`src/rtl/countdown_timer_pkg.sv`:
```
// Shared types and defaults for the programmable countdown timer.
// The up-counter in the same control datapath uses this package as well.
package countdown_timer_pkg;

  localparam int TIMER_WIDTH_DEFAULT = 5;

  typedef enum logic [1:0] {
    IDLE   = 2'd0,
    RUN    = 2'd1,
    EXPIRE = 2'd2
  } timer_state_t;

endpackage : countdown_timer_pkg

```
`src/rtl/countdown_timer_if.sv`:
```
// Control and status bundle between a timer client (master) and the countdown timer (slave).
import countdown_timer_pkg::*;

interface countdown_timer_if #(parameter int WIDTH = TIMER_WIDTH_DEFAULT);

  logic [WIDTH-1:0] data;
  logic             load;
  logic             start;
  logic             stop;
  logic             enable;
  logic             reload_en;
  logic [WIDTH-1:0] count;
  logic             busy;
  logic             done;
  logic             zero;

  modport master (
    output data, load, start, stop, enable, reload_en,
    input  count, busy, done, zero
  );

  modport slave (
    input  data, load, start, stop, enable, reload_en,
    output count, busy, done, zero
  );

endinterface : countdown_timer_if

```
`src/rtl/countdown_timer.sv`:
```
// Loadable down-counter with start/stop control, a one-cycle done pulse on expiry
// and optional auto-reload for periodic ticks. All outputs are registered.
import countdown_timer_pkg::*;

module countdown_timer #(
  parameter int WIDTH = TIMER_WIDTH_DEFAULT
) (
  input logic              clk,
  input logic              rst,
  countdown_timer_if.slave tif
);

  localparam logic [WIDTH-1:0] ONE = WIDTH'(1);

  timer_state_t     state_q;
  timer_state_t     state_nxt;
  logic [WIDTH-1:0] count_q;
  logic [WIDTH-1:0] count_nxt;
  logic [WIDTH-1:0] reload_q;
  logic [WIDTH-1:0] reload_nxt;
  logic             busy_q;
  logic             done_q;
  logic             zero_q;

  // Priority chain: load beats stop beats start beats enable; reset is handled in the register block.
  always_comb begin
    state_nxt  = state_q;
    count_nxt  = count_q;
    reload_nxt = reload_q;

    if (tif.load) begin
      count_nxt  = tif.data;
      reload_nxt = tif.data;
      state_nxt  = IDLE;
    end else if (tif.stop) begin
      state_nxt = IDLE;
    end else begin
      case (state_q)
        IDLE: begin
          if (tif.start) begin
            state_nxt = (count_q != '0) ? RUN : EXPIRE;
          end
        end
        RUN: begin
          if (tif.enable && (count_q != '0)) begin
            count_nxt = count_q - ONE;
            if (count_q == ONE) begin
              state_nxt = EXPIRE;
            end
          end
        end
        EXPIRE: begin
          if (tif.reload_en && (reload_q != '0)) begin
            count_nxt = reload_q;
            state_nxt = RUN;
          end else begin
            count_nxt = '0;
            state_nxt = IDLE;
          end
        end
        default: begin
          state_nxt = IDLE;
        end
      endcase
    end
  end

  // Status flags are derived from the next state/count so they change on the same edge.
  always_ff @(posedge clk) begin
    if (rst) begin
      state_q  <= IDLE;
      count_q  <= '0;
      reload_q <= '0;
      busy_q   <= 1'b0;
      done_q   <= 1'b0;
      zero_q   <= 1'b1;
    end else begin
      state_q  <= state_nxt;
      count_q  <= count_nxt;
      reload_q <= reload_nxt;
      busy_q   <= (state_nxt == RUN);
      done_q   <= (state_nxt == EXPIRE);
      zero_q   <= (count_nxt == '0);
    end
  end

  assign tif.count = count_q;
  assign tif.busy  = busy_q;
  assign tif.done  = done_q;
  assign tif.zero  = zero_q;

endmodule : countdown_timer

```
`src/flat_wrapper.sv`:
```
// flat-port wrapper written by rule: the top's interface ports become plain ports
module countdown_timer_flat 
#(
  parameter int WIDTH = TIMER_WIDTH_DEFAULT
)
  (clk, rst, tif_data, tif_load, tif_start, tif_stop, tif_enable, tif_reload_en, tif_count, tif_busy, tif_done, tif_zero);
  countdown_timer_if #(.WIDTH(WIDTH)) tif_i ();
  input logic clk;
  input logic rst;
  input wire logic [$bits(tif_i.data)-1:0] tif_data;
  input wire logic [$bits(tif_i.load)-1:0] tif_load;
  input wire logic [$bits(tif_i.start)-1:0] tif_start;
  input wire logic [$bits(tif_i.stop)-1:0] tif_stop;
  input wire logic [$bits(tif_i.enable)-1:0] tif_enable;
  input wire logic [$bits(tif_i.reload_en)-1:0] tif_reload_en;
  output wire logic [$bits(tif_i.count)-1:0] tif_count;
  output wire logic [$bits(tif_i.busy)-1:0] tif_busy;
  output wire logic [$bits(tif_i.done)-1:0] tif_done;
  output wire logic [$bits(tif_i.zero)-1:0] tif_zero;
  assign tif_i.data = tif_data;
  assign tif_i.load = tif_load;
  assign tif_i.start = tif_start;
  assign tif_i.stop = tif_stop;
  assign tif_i.enable = tif_enable;
  assign tif_i.reload_en = tif_reload_en;
  assign tif_count = tif_i.count;
  assign tif_busy = tif_i.busy;
  assign tif_done = tif_i.done;
  assign tif_zero = tif_i.zero;
  countdown_timer #(.WIDTH(WIDTH)) u_core (.clk(clk), .rst(rst), .tif(tif_i));
endmodule
```
`config.mk`:
```
export PLATFORM = sky130hd
export DESIGN_NAME = countdown_timer_flat
export DESIGN_NICKNAME = d
export VERILOG_FILES = /design/src/rtl/countdown_timer_pkg.sv /design/src/rtl/countdown_timer_if.sv /design/src/rtl/countdown_timer.sv /design/src/flat_wrapper.sv
export SDC_FILE = /design/constraint.sdc
export NUM_CORES = 1
export LEC_CHECK = 0
export CAP_MARGIN = 20
export CORE_UTILIZATION = 50
export DETAILED_ROUTE_END_ITERATION = 10
export PLACE_DENSITY = 0.84
export SLEW_MARGIN = 10
export SYNTH_ARGS = -nofsm -noshare
export SYNTH_HDL_FRONTEND = slang
export SYNTH_SLANG_ARGS = --single-unit
```
`constraint.sdc`:
```
create_clock -name clk -period 3.9 [get_ports clk]
set_input_delay 0.78 -clock clk [delete_from_list [all_inputs] [get_ports clk]]
set_output_delay 0.78 -clock clk [all_outputs]
set_load 0.05 [all_outputs]
```
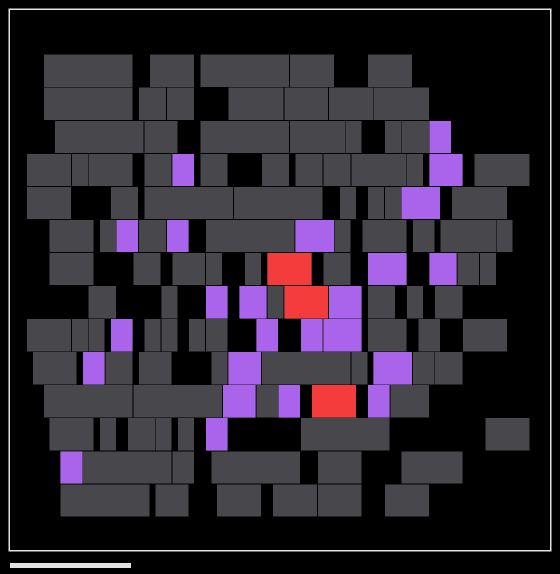
**Above:** run 1 (selected gate families).
Scale bar: 10 um.
Purple is aoi and oai cells, cells 24, most used a21oi_1. Red is non-inverting ao/oa cells, cells 3.

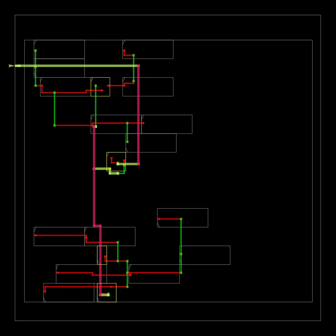
**Above:** run 1 (clock nets).
Flops: 15
CTS buffer count: 3
CTS Sinks: 15
clk_skew: 0.00768 ns
later-pin clock latency in the skew report: 0.29 ns

==> qor.yml, run 1 <==
status: "completed"
worstReg2RegStart: "u_core.tif.count[1]"
rr_endpoint: "u_core.tif.busy"
synth-cells-yosys: 110
async_flop_share: 0
setup_slack_ns: 1.46
seqPwrFrac: 0.489
yosys_warnings: 0
hp-start: "u_core.reload_q[3]"
wl_per_cell_um: 13.0
synthTopCellsByCount: "dfxtp_1, nand2_1, nor2_1"
route.met3.wl_um: 105
drt_iter0_drc: 22
grt_usage: 0.239
clk_pin_slew_worst_paths_ns: 0.09
cts_root_buf: "clkbuf_4"
wl_met1_um: 892
met2_length_um: 932
yosys.stat.seqShare: 0.333
top_layer: "met4"
crit_family: "buffers and inverters"
yosys-top-cells-area: "dfxtp_1, ha_1, nand2_1"
grt_pass1_vias: 805
critPathArrivalTime_ns: 1.66
met3_usage: 0.0408
cap_violations: 0
finalCritPeriodShare: 0.626
ys_area_um2: 901
netSwitchingFraction: 0.308
antenna_found_initial: 0
r2r_slack_ns: 1.83
core_um2: 1590
drt_first_pass_iters: 4
pre_cts_slack_ns: 1.37
use_met1: 0.328
required_ns: 3.12
switchingPower_uw: 107
fp_util: 0.565
top_area_frac: 0.333
gp_congestion: 0.839
rsz0062_at_grt: "no"
setup_viol: 0
tool_warnings: 31
fmax_mhz: 410
ys_types: 36
slew_headroom: 0.608
final.setup.tns_ns: 0
mostFrequentLayoutCell: "clkdlybuf4s50_1"
clkPwrFrac: 0.253
ctsResizeCount: 0
layout.nets: 148
area_growth_syn_to_layout_pct: 23.9
flop_cell: "dfxtp_1"
power-top-group: "registers"
edf_count: 0
synth_area_um2: 901
comb-power_uw: 89.5
cp_num_cells: 1
synth_flops: 15
cp-start-kind: "flip-flop"
crit_slowest_cell: "clkdlybuf4s50_1"
crit_end: "tif_count[2]"
setup.worst_path.class: "reg -> out"
drt_wl_total_mm: 1.97
row_count: 14
synth_nets: 129
tightest_slew_ns: 0.580
fin_area_um2: 1120
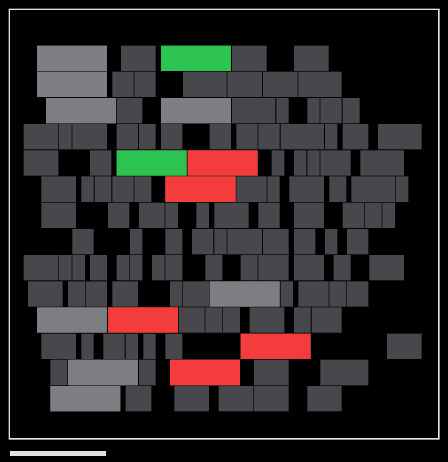
**Above:** run 1 (register map, names as in the netlist).
Scale bar: 10 um. Other sequential cells in the stronger grey, the rest of the logic in the fainter grey.
Red is u_core.tif.count, placed flops 5. Green is u_core.state_q, placed flops 2.
Another 8 sequential cells are not coloured.
Seq. pwr: 170 uW
final core utilization: 0.700
flop share of the area: 0.269
Register Area: 300 um^2

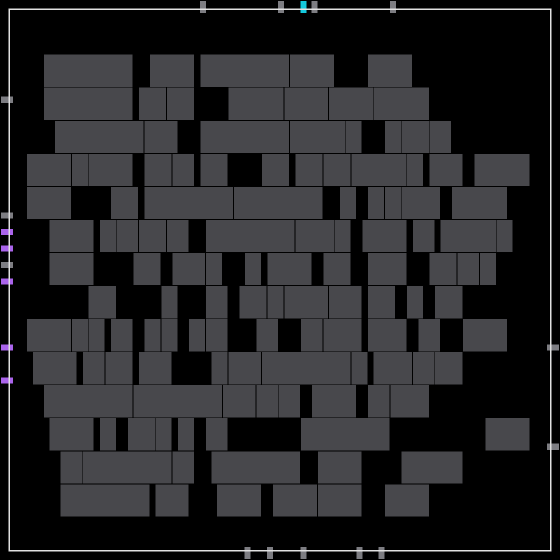
**Above:** run 1 (pin placement).
Pins as bars across the die edge, other pins in grey.
Purple is tif_data, pins 5, direction input, edge left. Cyan is tif_stop, pins 1, direction input, edge top.
All pins by edge: 8 left, 5 top, 5 bottom, 2 right.
DIE HEIGHT: 44.4 um
Port Buf Inserts: 19
Die Width: 44.4 um

==> run 1: area by class of cell <==
cell class | count | area, um^2
clock buffer | 4 | 26.3
sequential | 15 | 300
inverter | 6 | 22.5
tap | 24 | 30.0
timing repair buffer | 19 | 190
fill | 138 | 478
multi-input combinational | 84 | 547
==> run 1: logic make-up (layout without fill, tap and decap cells) <==
family	Yosys count	in the layout	synth area share
XOR/XNOR	1	1	0.00972
flip-flops	15	15	0.333
buffers and inverters	11	29	0.0597
adder cells (fa/ha/maj)	7	7	0.0972
multiplexers	2	2	0.0222
AND/OR/NAND/NOR	47	47	0.276
AND-OR/OR-AND	27	27	0.201
==> run 1: state kept, by name, indices dropped and copies added (netlist names) <==
signal and flops:
u_core.tif.busy 1, u_core.state_q 2, u_core.tif.done 1, u_core.tif.count 5, u_core.reload_q 5, u_core.tif.zero 1
==> inputs of run 2 (changes only) <==
Settings changed: CORE_UTILIZATION 50 to 44, PLACE_DENSITY 0.84 to 0.79.
Clock period 3.9 ns to 1.99 ns, I/O delays scaled along.
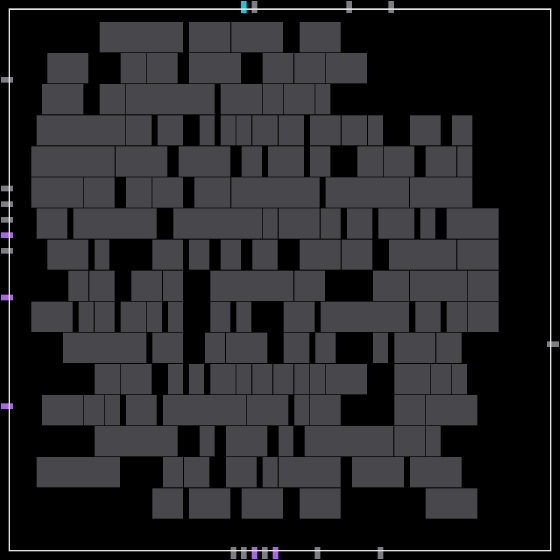
**Above:** run 2 (pin placement).
Pins as bars across the die edge, other pins in grey.
Purple is tif_data, pins 5, direction input, edge 3 left, 2 bottom. Cyan is tif_stop, pins 1, direction input, edge top.
DIE HEIGHT: 47.3 um
Die Width: 47.3 um

==> qor.yml, run 2 <==
status: "completed"
pg_seq_uw: 334
io_pins: 20
flop_cell: "dfxtp_1"
worst_ir_drop_vdd_mv: 0.431
overflow: 0
hold_buffers: 0
vias: 924
mostFrequentLayoutCell: "buf_4"
fin_crit_ns: 1.94
grt_first_pass_wirelength_mm: 3.59
drt_wl_total_mm: 2.39
async_flop_share: 0
pre_cts_slack_ns: -0.125
antenna_found_initial: 0
area_growth_syn_to_layout_pct: 41.8
setup_viol: 0
dp_hpwl_mm: 1.85
route.met3.wl_um: 87
drt_first_pass_iters: 4
edf_count: 0
yosys.area_share.adder: 0.0972
gp_congestion: 0.870
syn_area_per_cell_um2: 8.19
final_cell_mix: "buf_4, clkdlybuf4s50_1, nand2_1, nor2_1, dfxtp_1"
rsz0062_at_grt: "yes"
yosys-top-cells-area: "dfxtp_1, ha_1, nand2_1"
netSwitchingFraction: 0.315
slew_headroom: 0.663
p_total_uw: 726
crit_path_end_kind: "primary output"
port_buffers: 19
grt_pass1_vias: 822
cts_root_buf: "clkbuf_4"
synth_flops: 15
cts.path.max_buffers: 2
buffer_area_frac: 0.243
clk_latency_ns: 0.29
met2_length_mm: 1.16
cap_violations: 0
clk_share: 0.0206
clkPwrFrac: 0.246
tool_warnings: 32
hold_path_class: "reg -> reg"
num-nonclk-buffers: 35
dpl_cell_area_um2: 1210
p_comb_frac: 0.294
logic_area_um2: 577
ff_latch_area_um2: 308
ys_sh_mux: 0.0222
fin_hold_ws_ns: 0.484
viasPerCell: 5.40
setup.worst_path.class: "reg -> out"
top_area_frac: 0.333
cts_sinks: 15
flop-count: 15
core_um2: 1940
grt_max_degree: 12
p_per_area_nw_per_um2: 568
final.setup.tns_ns: 0
synth_area_um2: 901
fp_util: 0.464
synth_cells: 110
grt_usage: 0.233
ant_nets: 0
seqPwrFrac: 0.460
tightest_slew_ns: 0.504
worst-path-max-fanout: 3
drt_iter0_drc: 23
cts_setup_buffers: 0
yosys_warnings: 0
p_leak_nw: 0.548
comb_area_frac: 0.452
setup_slack_ns: 0.0523
ys_sh_aoi: 0.201
seq_share: 0.241
layout.nets: 164
grt_busiest_layer: "met2"
row_count: 16
wl_met1_mm: 1.10
drc: 0
chipArea_um2: 2230
synth.cellmix.xorXnorShare: 0.00972
yosys.stat.seqShare: 0.333
p_int_uw: 497
use_met1: 0.314
cp-start-kind: "flip-flop"
required_ns: 1.59
place_inst: 166
hold_viol_final: 0
synth_nets: 129
largest_area_cell: "dfxtp_1"
top_layer: "met4"
comb-power_uw: 213
wl_per_cell_um: 14.0
synth-cells-yosys: 110
multi_input_comb_cells: 84
tapCellCount: 27
fin_area_um2: 1280
met3_usage: 0.0115
switchingPower_uw: 229
finalClockSkew_ns: 0.00297
fmax_mhz: 516
fillCellCount: 182
critPathArrivalTime_ns: 1.54
simple_gate_share: 0.276
largest_class: "multi-input combinational cells"
power-top-group: "registers"
cts_buffers: 3
ys_area_um2: 901
finalCritPeriodShare: 0.974
stdcell_count: 171
top_cell: "dfxtp_1"
ctsResizeCount: 0
n_antenna_cell: 0
ctsHtreeMaxLevel: 1
final_max_slew_viol_count: 0
postLayoutCoreUtil: 0.658
ys_types: 36
clk_pin_slew_worst_paths_ns: 0.09
cts_tree: "yes"
synth.logic.top_family: "simple AND/OR/NAND/NOR gates"
synthTopCellsByCount: "dfxtp_1, nand2_1, nor2_1"
gr-usage-met2: 0.384
drive_gt1_frac: 0.243
num-nonclk-inverters: 6
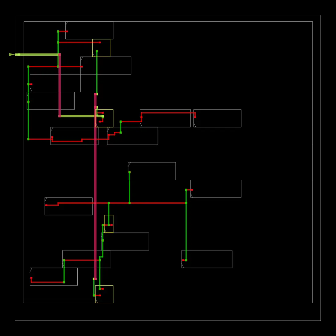
**Above:** run 2 (clock nets).
clk pwr: 179 uW
clkbuf count: 4

run 2: cell count changes in the layout (fill, tap and decap cells not counted), sizes merged:
| cell | previous run | this run |
|---|---|---|
| buf | 0 | 18 |
| clkdlybuf4s50 | 19 | 15 |
| dlymetal6s2s | 0 | 2 |
run 2: final timing paths:
check / from / slack, ns / cells past startpoint / end
worst max-delay path: u_core.tif.count[1] / 0.05 / 2 / tif_count[1]
worst min register to register: u_core.reload_q[3] / 0.48 / 2 / u_core.reload_q[3]
worst min-delay path: u_core.reload_q[3] / 0.48 / 2 / u_core.reload_q[3]
worst max register to register: u_core.tif.count[0] / 0.07 / 8 / u_core.tif.zero
run 2: critical path, cell delays in order, from the launching register on:
cell,delay (ns)
dfxtp_2,0.34
buf_4,0.12
clkdlybuf4s50_1,0.80
==> inputs of run 3 (changes only) <==
Settings changed: PLACE_DENSITY 0.79 to 0.74.
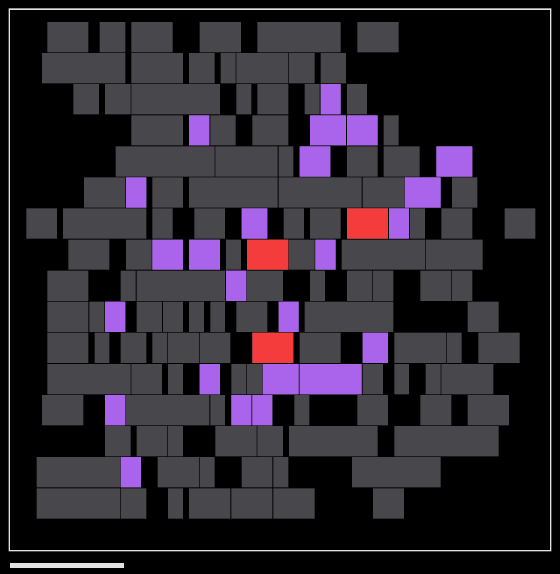
**Above:** run 3 (selected gate families).
Scale bar: 10 um.
Purple is aoi and oai cells, cells 24, most used a21oi_1. Red is non-inverting ao/oa cells, cells 3.

==> qor.yml, run 3 <==
status: "completed"
dpl_cell_area_um2: 1190
grt_usage: 0.231
place_inst: 164
top_area_frac: 0.333
mostFrequentLayoutCell: "clkdlybuf4s50_1"
edf_count: 0
hold_depth: 2
crit_end: "tif_count[3]"
setup.worst_path.class: "reg -> out"
worst_ir_drop_vdd_mv: 0.497
num-nonclk-inverters: 6
critPathArrivalTime_ns: 1.55
grt_first_pass_wirelength_mm: 3.57
hold_buffers: 0
cts.path.max_buffers: 2
startpoint: "u_core.tif.count[3]"
port_buffers: 19
path_cells: "clkdlybuf4s50_1"
fillCellCount: 184
stdcell_count: 168
multi_input_comb_cells: 84
yosys.stat.seqShare: 0.333
final.setup.tns_ns: 0
vias: 922
finalCritPeriodShare: 0.980
layout.nets: 161
yosys_warnings: 0
switchingPower_uw: 229
seqPwrFrac: 0.459
synth.logic.top_family: "simple AND/OR/NAND/NOR gates"
flop-count: 15
clkPwrFrac: 0.246
cts_root_buf: "clkbuf_4"
netSwitchingFraction: 0.316
flop_cell: "dfxtp_1"
drt_wl_total_mm: 2.37
critPathBufInv: 1
ant_nets: 0
crit_family: "buffers and inverters"
grt_max_degree: 12
synth_nets: 129
ff_latch_area_um2: 310
comb-power_uw: 214
seq_share: 0.246
overflow: 0
cts_tree: "yes"
cts_sinks: 15
hold_end: "u_core.reload_q[1]"
clk_pin_slew_worst_paths_ns: 0.09
hold_viol_final: 0
num-nonclk-buffers: 32
hold_path_class: "reg -> reg"
synthTopCellsByCount: "dfxtp_1, nand2_1, nor2_1"
tool_warnings: 31
nClkBuffers: 4
fin_crit_ns: 1.95
chipArea_um2: 2230
synth_area_um2: 901
cp-start-kind: "flip-flop"
clk_latency_ns: 0.29
core_um2: 1940
ctsResizeCount: 0
antenna_found_initial: 0
synth.cellmix.xorXnorShare: 0.00972
n_antenna_cell: 0
p_comb_frac: 0.295
synth_flops: 15
drive_gt1_frac: 0.227
fin_hold_ws_ns: 0.494
fin_area_um2: 1260
worst-path-max-fanout: 8
drt_first_pass_iters: 4
power-top-group: "registers"
gp_congestion: 0.866
setup_slack_ns: 0.0399
ctsHtreeMaxLevel: 1
final_cell_mix: "clkdlybuf4s50_1, buf_4, nand2_1, nor2_1, dfxtp_1"
postLayoutCoreUtil: 0.649
area_growth_syn_to_layout_pct: 40.0
clk_share: 0.0208
buffer_area_frac: 0.224
hp-start: "u_core.reload_q[1]"
ys_types: 36
max_stage_delay_ns: 0.84
worstReg2RegStart: "u_core.tif.count[0]"
required_ns: 1.59
largest_class: "multi-input combinational cells"
logic_area_um2: 586
tightest_slew_ns: 0.509
die_w_um: 47.3
dp_hpwl_mm: 1.83
syn_area_per_cell_um2: 8.19
drt_iter0_drc: 29
ys_sh_aoi: 0.201
die_h_um: 47.3
final_max_slew_viol_count: 0
cts_setup_buffers: 0
fmax_mhz: 513
io_pins: 20
slew_headroom: 0.660
cts_buffers: 3
yosys-top-cells-area: "dfxtp_1, ha_1, nand2_1"
comb_area_frac: 0.464
p_int_uw: 496
p_per_area_nw_per_um2: 574
wl_per_cell_um: 14.1
fp_util: 0.464
row_count: 16
pre_cts_slack_ns: -0.119
simple_gate_share: 0.276
p_leak_nw: 0.494
largest_area_cell: "dfxtp_1"
synth-cells-yosys: 110
tapCellCount: 27
yosys.area_share.adder: 0.0972
rr_endpoint: "u_core.tif.zero"
cp_num_cells: 1
ys_area_um2: 901
cap_violations: 0
synth_cells: 110
setup_viol: 0
ys_sh_mux: 0.0222
viasPerCell: 5.49
grt_pass1_vias: 806
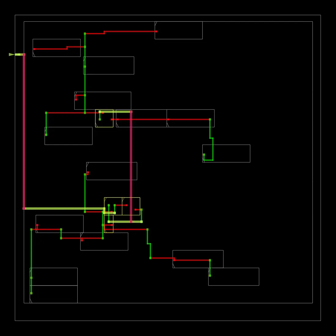
**Above:** run 3 (clock nets).
clk_skew: 0.00113 ns
clk pwr: 178 uW

## run 3: cell count changes in the layout (fill, tap and decap cells not counted), moves of 2 or more
cell,previous run,this run
buf_4,18,15
clkdlybuf4s50_1,15,17
dlymetal6s2s_1,2,0
ha_1,7,5
## run 3: kinds of logic (layout without fill, tap and decap cells)
kind of cell,count (synthesis),in the layout
AND/OR/NAND/NOR,47,47
AND-OR/OR-AND,27,27
flip-flops,15,15
buffers and inverters,11,42
adder cells (fa/ha/maj),7,7
multiplexers,2,2
XOR/XNOR,1,1
## run 3: metal layers
metal,vias to the layer above,track usage,wire (um)
met1,434,0.336,1150
li1,460,-,-
met3,4,0.0346,81
met4,0,0.0857,40
met5,-,0,0
met2,24,0.342,1100
Power is estimated from default activity; no workload was simulated.
